==> src/rtl/gray6_pkg.sv <==
// Shared definitions for the six-slot Gray-code polling arbiter:
// pointer sequence, code/index helpers and the arbiter FSM states.
package gray6_pkg;

  localparam int NUM_SLOTS = 6;

  // Marks a Gray code that is not part of the six-step cycle (101, 111)
  localparam logic [2:0] IDX_BAD = 3'd7;

  localparam logic [2:0] GRAY6_SEQ [0:5] = '{
    3'b000, 3'b001, 3'b011, 3'b010, 3'b110, 3'b100
  };

  typedef enum logic [1:0] {
    ST_IDLE    = 2'd0,
    ST_SCAN    = 2'd1,
    ST_GRANT   = 2'd2,
    ST_RELEASE = 2'd3
  } arb_state_e;

  function automatic logic [2:0] gray2idx(input logic [2:0] g);
    logic [2:0] idx;
    idx = IDX_BAD;
    for (int i = 0; i < NUM_SLOTS; i++)
      if (g == GRAY6_SEQ[i]) idx = 3'(i);
    return idx;
  endfunction

  function automatic logic [2:0] nextgray(input logic [2:0] g);
    logic [2:0] nxt;
    nxt = 3'b000;
    for (int i = 0; i < NUM_SLOTS; i++)
      if (g == GRAY6_SEQ[i]) nxt = GRAY6_SEQ[(i + 1) % NUM_SLOTS];
    return nxt;
  endfunction

endpackage

==> src/rtl/gray6_step_counter.sv <==
// Mod-6 Gray-code poll pointer built from three T flip-flops. Steps once per
// enabled cycle; an illegal code (101/111) is cleared to 000 on the next edge.
module gray6_step_counter
  import gray6_pkg::*;
(
  input  logic       clk,
  input  logic       reset,
  input  logic       en,
  output logic [2:0] ptr_gray
);

  logic [2:0] ptr_q, ptr_d;
  logic [2:0] tgl;

  // Toggle mask: bits that differ from the target code. Recovery toggles
  // every set bit, which lands on 000 without depending on en.
  always_comb begin
    tgl = 3'b000;
    if (gray2idx(ptr_q) == IDX_BAD) tgl = ptr_q;
    else if (en)                    tgl = ptr_q ^ nextgray(ptr_q);
    ptr_d = ptr_q ^ tgl;
  end

  always_ff @(posedge clk or negedge reset) begin
    if (!reset) ptr_q <= 3'b000;
    else        ptr_q <= ptr_d;
  end

  assign ptr_gray = ptr_q;

endmodule

==> src/rtl/gray6_poll_arbiter.sv <==
// Round-robin polling arbiter for six requesters. A Gray-code pointer scans
// one slot per cycle; a grant is held until the request drops or HOLD_MAX.
module gray6_poll_arbiter
  import gray6_pkg::*;
#(
  parameter int HOLD_MAX = 16,
  parameter int HCNT_W   = $clog2(HOLD_MAX) + 1
) (
  input  logic                 clk,
  input  logic                 reset,
  input  logic [NUM_SLOTS-1:0] req,
  output logic [NUM_SLOTS-1:0] gnt,
  output logic [2:0]           gnt_id,
  output logic [2:0]           ptr_gray,
  output logic                 busy,
  output logic                 timeout
);

  arb_state_e           state_q, state_d;
  logic [NUM_SLOTS-1:0] gnt_q, gnt_d;
  logic [2:0]           gnt_id_q, gnt_id_d;
  logic                 timeout_q, timeout_d;
  logic [HCNT_W-1:0]    hold_cnt_q, hold_cnt_d;

  logic                 step_en;
  logic [2:0]           cur_idx;
  logic [NUM_SLOTS-1:0] slot_oh;
  logic                 hit;
  logic                 held;

  gray6_step_counter u_ctr (
    .clk      (clk),
    .reset    (reset),
    .en       (step_en),
    .ptr_gray (ptr_gray)
  );

  // An illegal pointer code selects no slot, so it can never produce a grant
  assign cur_idx = gray2idx(ptr_gray);
  assign slot_oh = (cur_idx == IDX_BAD) ? '0 : (NUM_SLOTS'(1) << cur_idx);
  assign hit     = |(req & slot_oh);
  assign held    = |(req & gnt_q);

  always_comb begin
    state_d    = state_q;
    gnt_d      = gnt_q;
    gnt_id_d   = gnt_id_q;
    timeout_d  = 1'b0;
    hold_cnt_d = hold_cnt_q;
    step_en    = 1'b0;
    unique case (state_q)
      ST_IDLE: begin
        if (|req) state_d = ST_SCAN;
      end
      ST_SCAN: begin
        if (hit) begin
          state_d    = ST_GRANT;
          gnt_d      = slot_oh;
          gnt_id_d   = cur_idx;
          hold_cnt_d = '0;
        end else if (|req) begin
          step_en = 1'b1;
        end else begin
          state_d = ST_IDLE;
        end
      end
      ST_GRANT: begin
        hold_cnt_d = hold_cnt_q + 1'b1;
        // A dropped request wins over expiry: that is a normal release
        if (!held) begin
          state_d  = ST_RELEASE;
          gnt_d    = '0;
          gnt_id_d = 3'd0;
        end else if (hold_cnt_q == HCNT_W'(HOLD_MAX - 1)) begin
          state_d   = ST_RELEASE;
          gnt_d     = '0;
          gnt_id_d  = 3'd0;
          timeout_d = 1'b1;
        end
      end
      ST_RELEASE: begin
        // Stepping past the served slot keeps it from winning back-to-back
        step_en    = 1'b1;
        hold_cnt_d = '0;
        state_d    = ST_SCAN;
      end
      default: state_d = ST_IDLE;
    endcase
  end

  always_ff @(posedge clk or negedge reset) begin
    if (!reset) begin
      state_q    <= ST_IDLE;
      gnt_q      <= '0;
      gnt_id_q   <= 3'd0;
      timeout_q  <= 1'b0;
      hold_cnt_q <= '0;
    end else begin
      state_q    <= state_d;
      gnt_q      <= gnt_d;
      gnt_id_q   <= gnt_id_d;
      timeout_q  <= timeout_d;
      hold_cnt_q <= hold_cnt_d;
    end
  end

  assign gnt     = gnt_q;
  assign gnt_id  = gnt_id_q;
  assign timeout = timeout_q;
  assign busy    = (state_q == ST_GRANT);

endmodule

==> config.mk <==
export PLATFORM = sky130hd
export DESIGN_NAME = gray6_poll_arbiter
export DESIGN_NICKNAME = d
export VERILOG_FILES = /design/src/rtl/gray6_pkg.sv /design/src/rtl/gray6_step_counter.sv /design/src/rtl/gray6_poll_arbiter.sv
export SDC_FILE = /design/constraint.sdc
export NUM_CORES = 1
export LEC_CHECK = 0
export CAP_MARGIN = 20
export CELL_PAD_IN_SITES_DETAIL_PLACEMENT = 0
export CELL_PAD_IN_SITES_GLOBAL_PLACEMENT = 1
export CORE_MARGIN = 2
export CORE_UTILIZATION = 42
export CTS_BUF_LIST = sky130_fd_sc_hd__clkbuf_8
export CTS_CLUSTER_DIAMETER = 100
export DETAILED_ROUTE_END_ITERATION = 16
export GPL_TIMING_DRIVEN = 0
export PLACE_DENSITY_LB_ADDON = 0.1
export SLEW_MARGIN = 10
export SYNTH_ARGS = -nofsm -noshare
export SYNTH_HDL_FRONTEND = slang
export SYNTH_SLANG_ARGS = --single-unit
==> constraint.sdc <==
create_clock -name clk -period 2.6 [get_ports clk]
set_input_delay 0.52 -clock clk [delete_from_list [all_inputs] [get_ports clk]]
set_output_delay 0.52 -clock clk [all_outputs]
set_load 0.01 [all_outputs]
Fig. 1: run 1, supply network
The bar under the picture is 20 um long. Pins as bars on the die edge. Tap cells in grey.
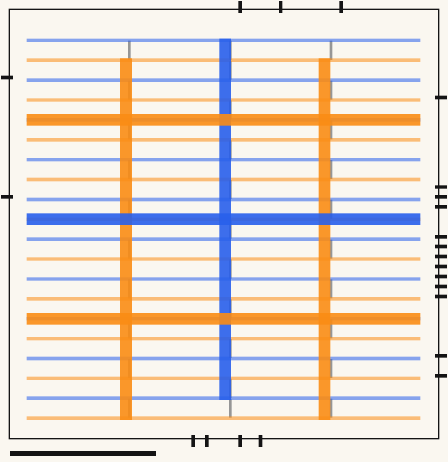
orange -> VSS
blue -> VDD
tap cells = 31
signal pins = 22
met5 straps = 3

Fig. 2: run 1, congestion heat map
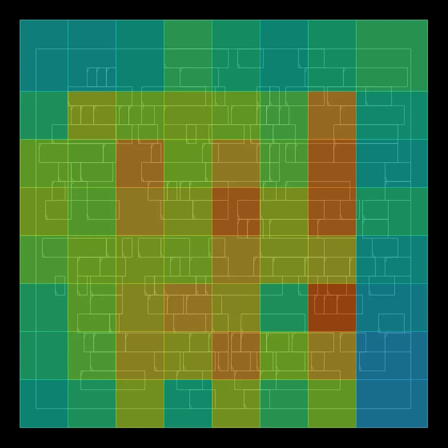
GR Layer Usage met1: 22.8%
fin util: 56.5%

Fig. 3: run 1, close-up of the layout
Region (31, 2) to (56, 27) um. Cells in grey, sequential cells in the stronger grey; small squares are vias.
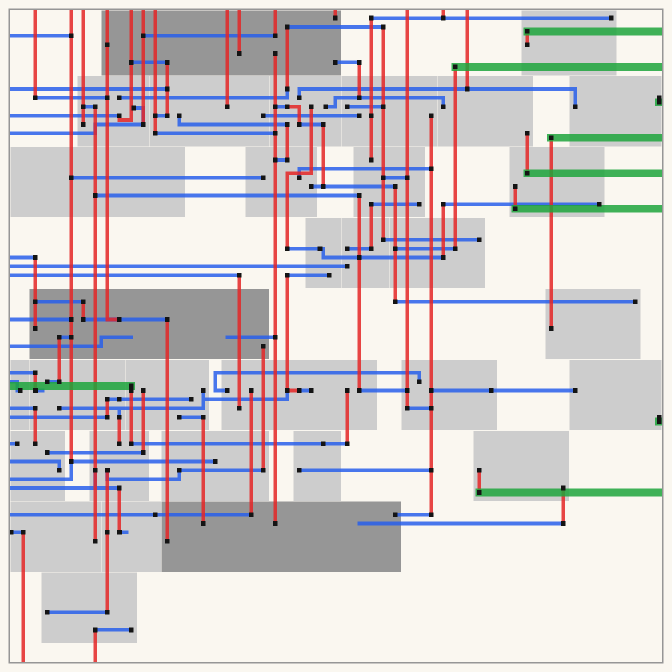
blue -> M1
red -> M2
green -> M3
netlist names of flops here include = `u_ctr.ptr_gray` (2), `gnt` (1)
most frequent = clkdlybuf4s50_1 (10), mux2i_1 (3), dfrtp_1 (3)
cells with their middle in the window = 32
sequential cells in the window = 3

==> out/results.txt, run 1 <==
Status -> finished, final reports clean
Row count -> 19
Drt via density -> 5.55
Min Tclk post-route -> 2.42 ns
Internal power -> 1150 uW
Max-area cell share -> 40.0%
Slew @ Worst Pin -> 0.908 ns
Logic pwr share -> 56.1%
Post-Layout Cell Count -> 175
Mux area share -> 16.4%
Kind of critical path -> input pin to flop
Top Family by Delay on Critical Path -> simple AND/OR/NAND/NOR gates
RSZ-0062 raised after global routing -> false
Avg Cell Area, Syn -> 10.5 um^2
WL/cell -> 15.3 um
Worst hold path depth -> 2
Hpwl dp -> 2060 um
Max-cap viol count -> 0
Placed inst area -> 0.00150 mm^2
Crit path depth -> 6
Initial DRT Pass Iterations -> 4
Clkbuf count -> 3
CORE AREA -> 0.00278 mm^2
Biggest consumer -> combinational cells
Crit path DRT -> 2.79 ns
CTS Hold Buffers Added -> 0
Die X -> 58.6 um
Cell count after synthesis -> 119
Met3 WL post-DR -> 110 um
H-Tree Depth -> 1
Worst clock skew -> 0.00370 ns
Clock Tree Root -> clkbuf_8
Total Die Area -> 0.00343 mm^2
Critical Path Max Stage Delay -> 0.53 ns
Drt drc -> 0
Pin count of the biggest net entering global routing -> 21
Cells along the critical path -> clkdlybuf4s50_1 -> or4_1 -> nor3_1 -> nor4_1 -> a211oi_1 -> mux2i_1
Gr usage total -> 17.4%
Fraction of layout cells with a size suffix above 1 -> 13.2%
Crit path launch type -> input pin
Layout Nets -> 162
Hold Path Class -> flop to flop
Remaining antenna violation count after routing -> 0
Reg clk slew, reported paths -> 0.08 ns
Comb. pwr -> 1030 uW
Rel. slew slack -> 39.3%
Yosys xor share -> 0.701%
Met2 Use GR -> 28.7%
Met1 WL -> 1260 um
Combinational Area -> 681 um^2
Hold path startpoint -> hold_cnt_q[4]$_DFFE_PN0P_
R2r setup slk -> 0.40 ns
Ports -> 22
Final Max Slew Viols -> 0
PwrDens -> 1170 mW/mm^2
GRT busiest layer -> met2
First-pass GRT wire length -> 4490 um
CP max FO -> 4
Biggest Area Class -> combinational gates
M3 GR Usage -> 2.86%
#MultiIn Comb -> 85
Leading area contributor after synthesis -> dfrtp_1
Static Leak -> 0.000734 uW
Well Taps -> 31
Total tool warning count -> 31
Start point of the critical path -> req[2]
Met2 WL post-DR -> 1280 um
Final Hold Viols -> 0
Ao+oa area frac -> 13.4%
Final Cell Area -> 0.00157 mm^2
Worst Path Arrival -> 2.61 ns
Synthesized area -> 0.00125 mm^2
Adder Share, Synth -> 9.01%
TritonCTS clock tree -> built
Latency at later pin -> 0.26 ns
Clock sink total -> 20
Clock-cell share of area -> 4.54%
Post-route setup TNS -> 0 ns
Register Area -> 500 um^2
Setup-failing EPs final -> 0
Dominant logic cell types in the final layout -> clkdlybuf4s50_1 (21), dfrtp_1 (20), nand2_1 (14)
Floorplan Nets -> 136
Logic inverters -> 9
Final period utilization -> 93.1%
Global placement routability congestion -> 0.793
Max Clk Rate -> 413 MHz
Worst hold path endpoint -> hold_cnt_q[4]$_DFFE_PN0P_
Initial antenna violation count -> 0
Flip-flops -> 20
Vias in the first global route -> 979
-- run 1: registers in the layout (all words and copies together), names as in the netlist --
signal and cells:
gnt 6, state_q 2, hold_cnt_q 5, u_ctr.ptr_gray 3, timeout 1, gnt_id 3
-- run 1: per-stage QoR --
stage / hold slack (ns) / setup slack, ns
after global routing: 0.530 / 0.0443
after detailed placement: 0.467 / -0.0760
after CTS: 0.484 / 0.173
after global placement: 0.460 / -0.0504
after floorplan: 0.224 / 0.630
final: 0.479 / 0.179
-- run 1: kinds of logic (layout without fill, tap and decap cells) --
family / Yosys count / count (layout)
xor+xnor: 1 / 1
flops: 20 / 20
buf+inv: 14 / 39
compound gates: 21 / 21
mux: 16 / 16
fa+ha+maj: 9 / 9
simple gates: 38 / 38
Fig. 4: run 1, sequential cells coloured by netlist name
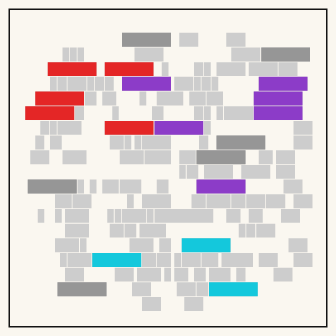

## Run 2: what changed since run 1
CORE_MARGIN = 3   (was 2)
Fig. 5: run 2, sequential cells coloured by netlist name
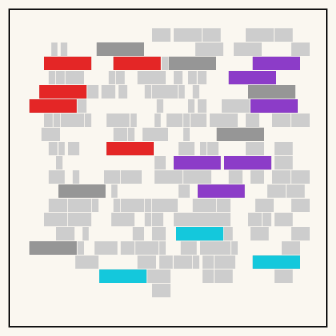
red -> `hold_cnt_q`  # placed flops 5, where north-west
purple -> `gnt`  # placed flops 6
cyan -> `u_ctr.ptr_gray`  # placed flops 3
not coloured = 6

Fig. 6: run 2, congestion heat map
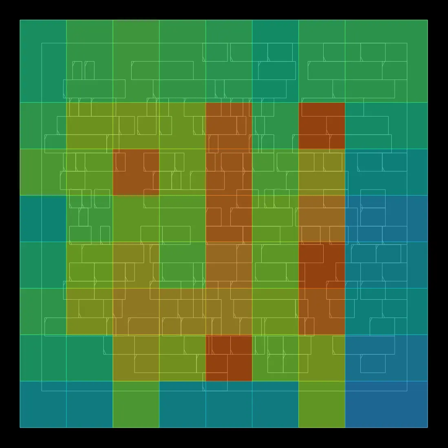
met2 Use GR: 25.5%
M3 GR Usage: 2.77%
WL/cell: 15.0 um

==> out/results.txt, run 2 <==
Static Leak -> 0.000735 uW (+0.14%)
Drt via density -> 5.46 (-1.7%)
Worst hold path endpoint -> hold_cnt_q[4]$_DFFE_PN0P_
Total power -> 1830 uW
# diodes -> 0
Mux area share -> 16.4% (unchanged)
Floorplan Nets -> 136 (unchanged)
Hold path startpoint -> hold_cnt_q[4]$_DFFE_PN0P_
Max-cap viol count -> 0 (unchanged)
Post-Layout Cell Count -> 175 (unchanged)
Max-area cell share -> 40.0% (unchanged)
Crit path launch type -> input pin
Top Metal Used -> met4
Pin count of the biggest net entering global routing -> 21 (unchanged)
Crit path depth -> 6 (unchanged)
Hpwl dp -> 1990 um (-3.5%)
First-pass GRT wire length -> 4490 um (unchanged)
Met2 WL post-DR -> 1180 um (-7.4%)
Row count -> 19 (unchanged)
Worst Path Arrival -> 2.49 ns (-0.12 ns)
Clock Tree Root -> clkbuf_8
P&R area growth vs syn -> 26.0%
Met3 WL post-DR -> 105 um (-4.5%)
Placed inst area -> 0.00150 mm^2 (unchanged)
Ao+oa area frac -> 13.4% (unchanged)
Yosys warning count -> 0
Async S/R FF share, synth -> 100%
Synth area leaders -> dfrtp_1 (40%), mux2_4 (11%), ha_1 (9.0%), mux2i_1 (5.6%), nand2_1 (4.2%)
Drt drc -> 0 (unchanged)
Total Die Area -> 0.00367 mm^2 (+6.9%)
Rel. slew slack -> 38.8% (-0.50 points)
Register share after synthesis -> 40.0%
Die X -> 60.6 um (+3.4%)
Gr usage total -> 16.2% (-1.3 points)
Worst Slack Setup Final -> 0.296 ns (+0.117 ns)
Max clock buf depth -> 2
Kind of critical path -> input pin to flop
Synthesized area -> 0.00125 mm^2 (unchanged)
Avg Cell Area, Syn -> 10.5 um^2 (unchanged)
Start point of the critical path -> req[2]
Number of CTS-inserted buffers -> 3
Hold Path Class -> flop to flop
Distinct lib cells used -> 34
Ports -> 22 (unchanged)
Max Clk Rate -> 434 MHz (+5.1%)
Setup-failing EPs final -> 0 (unchanged)
CP max FO -> 4 (unchanged)
Layout Nets -> 162 (unchanged)
Min Tclk post-route -> 2.30 ns (-0.117 ns)
H-Tree Depth -> 1 (unchanged)
GR Layer Usage met1 -> 23.0% (+0.15 points)
Fin Hold WS -> 0.483 ns (+0.00408 ns)
Adder Share, Synth -> 9.01% (unchanged)
Aggregate routed wire length -> 2630 um
Total tool warning count -> 31 (unchanged)
Worst hold path depth -> 2 (unchanged)
Cell count after synthesis -> 119 (unchanged)
Final Hold Viols -> 0 (unchanged)
Ys cells -> 119
Iteration-0 DRC Markers -> 56
Most common cell in the netlist -> dfrtp_1
Top non-seq family -> multiplexers
Postcts setup bufs -> 0
Vias -> 955
Slowest CP cell -> or4_1
Initial DRT Pass Iterations -> 4 (unchanged)
Grt total ovfl -> 0
R2r setup slk -> 0.35 ns (-0.05 ns)
Critical Path Max Stage Delay -> 0.52 ns (about the same)
Final period utilization -> 88.6% (-4.5 points)
Worst reg2reg startpoint -> hold_cnt_q[0]$_DFFE_PN0P_
CP Capture Type -> flop
Max VDD drop -> 0.000469 V
Setup crit end -> state_q[1]$_DFFE_PN0P_
Cells along the critical path -> clkdlybuf4s50_1 -> or4_1 -> nor3_1 -> nor4_1 -> a211oi_2 -> mux2i_1
Initial antenna violation count -> 0 (unchanged)
Reg clk slew, reported paths -> 0.08 ns (about the same)
CTS resizes -> 0
CTS Hold Buffers Added -> 0 (unchanged)
Fp util -> 44.6%
Top Family by Delay on Critical Path -> simple AND/OR/NAND/NOR gates
PwrDens -> 1160 mW/mm^2 (-0.44%)
Slew @ Worst Pin -> 0.915 ns (+0.00742 ns)
Worst R2R Path Depth -> 7
Main synth FF type -> dfrtp_1
TritonCTS clock tree -> built
Reg2reg end -> gnt_id[0]$_DFFE_PN0P_
Buf/Inv on CP -> 1
Yosys xor share -> 0.701% (unchanged)
Status -> finished, final reports clean
Vias in the first global route -> 962 (-1.7%)
Worst clock skew -> 0.00337 ns (-0.000337 ns)
Leading area contributor after synthesis -> dfrtp_1
Dominant logic cell types in the final layout -> clkdlybuf4s50_1 (21), dfrtp_1 (20), nand2_1 (14)
Met1 WL -> 1340 um (+5.9%)
Most numerous logic cell after layout -> clkdlybuf4s50_1
CORE AREA -> 0.00281 mm^2 (+0.85%)
Remaining antenna violation count after routing -> 0 (unchanged)
Final Max Slew Viols -> 0 (unchanged)
Fraction of layout cells with a size suffix above 1 -> 13.9% (+0.69 points)
Die height -> 60.6 um
Final Cell Area -> 0.00158 mm^2 (+0.32%)
Yosys chip area -> 0.00125 mm^2
Post-route setup TNS -> 0 ns (unchanged)
Place WS -> -0.0660 ns (+0.0100 ns)
Filler Cells Inserted -> 267
Global placement routability congestion -> 0.760 (-4.2%)
GRT busiest layer -> met2
Clock sink total -> 20 (unchanged)
Crit path DRT -> 2.79 ns (about the same)
Top cells by count, synth -> dfrtp_1 (20), nand2_1 (14), ha_1 (9), inv_1 (9), mux2_4 (9)
RSZ-0062 raised after global routing -> false
Max reg flops -> 6 (unchanged)
Dpl cells -> 171
Fin util -> 56.2% (-0.30 points)
Number of enable flip-flop cells -> 0
Latency at later pin -> 0.26 ns (about the same)
Fig. 7: run 2, routed metal, one colour a layer
Only two layers are drawn.
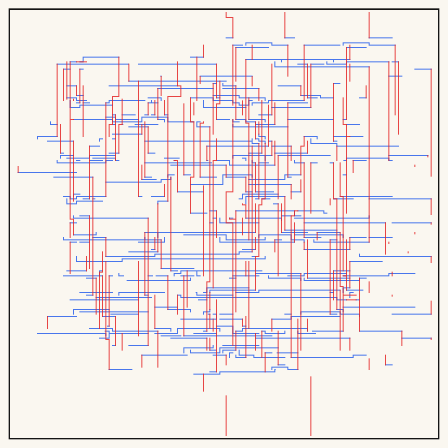
red -> M2  # wire length 1,180 um
blue -> M1  # wire length 1,340 um

==> run 2: cell counts in the layout (fill, tap and decap cells not counted) <==
Identical to the previous run, type by type.
==> run 2: report_power, final <==
part / switching (uW) / total, uW / internal (uW)
Combinational: 490 / 1030 / 544
Clock: 107 / 312 / 205
Sequential: 79.0 / 488 / 409
Total: 676 / 1830 / 1160
==> run 2: cell type report <==
| type | instances | area [um^2] | area share [%] |
|---|---|---|---|
| timing repair buffer | 21 | 210 | 13.3 |
| inverter | 9 | 33.8 | 2.14 |
| tap | 31 | 38.8 | 2.46 |
| clock buffer | 3 | 41.3 | 2.62 |
| clock inverter | 1 | 30.0 | 1.91 |
| buffer | 5 | 35.0 | 2.22 |
| sequential | 20 | 500 | 31.8 |
| multi-input combinational | 85 | 686 | 43.5 |
No activity file was given, so power comes from the tool's default toggle rates.
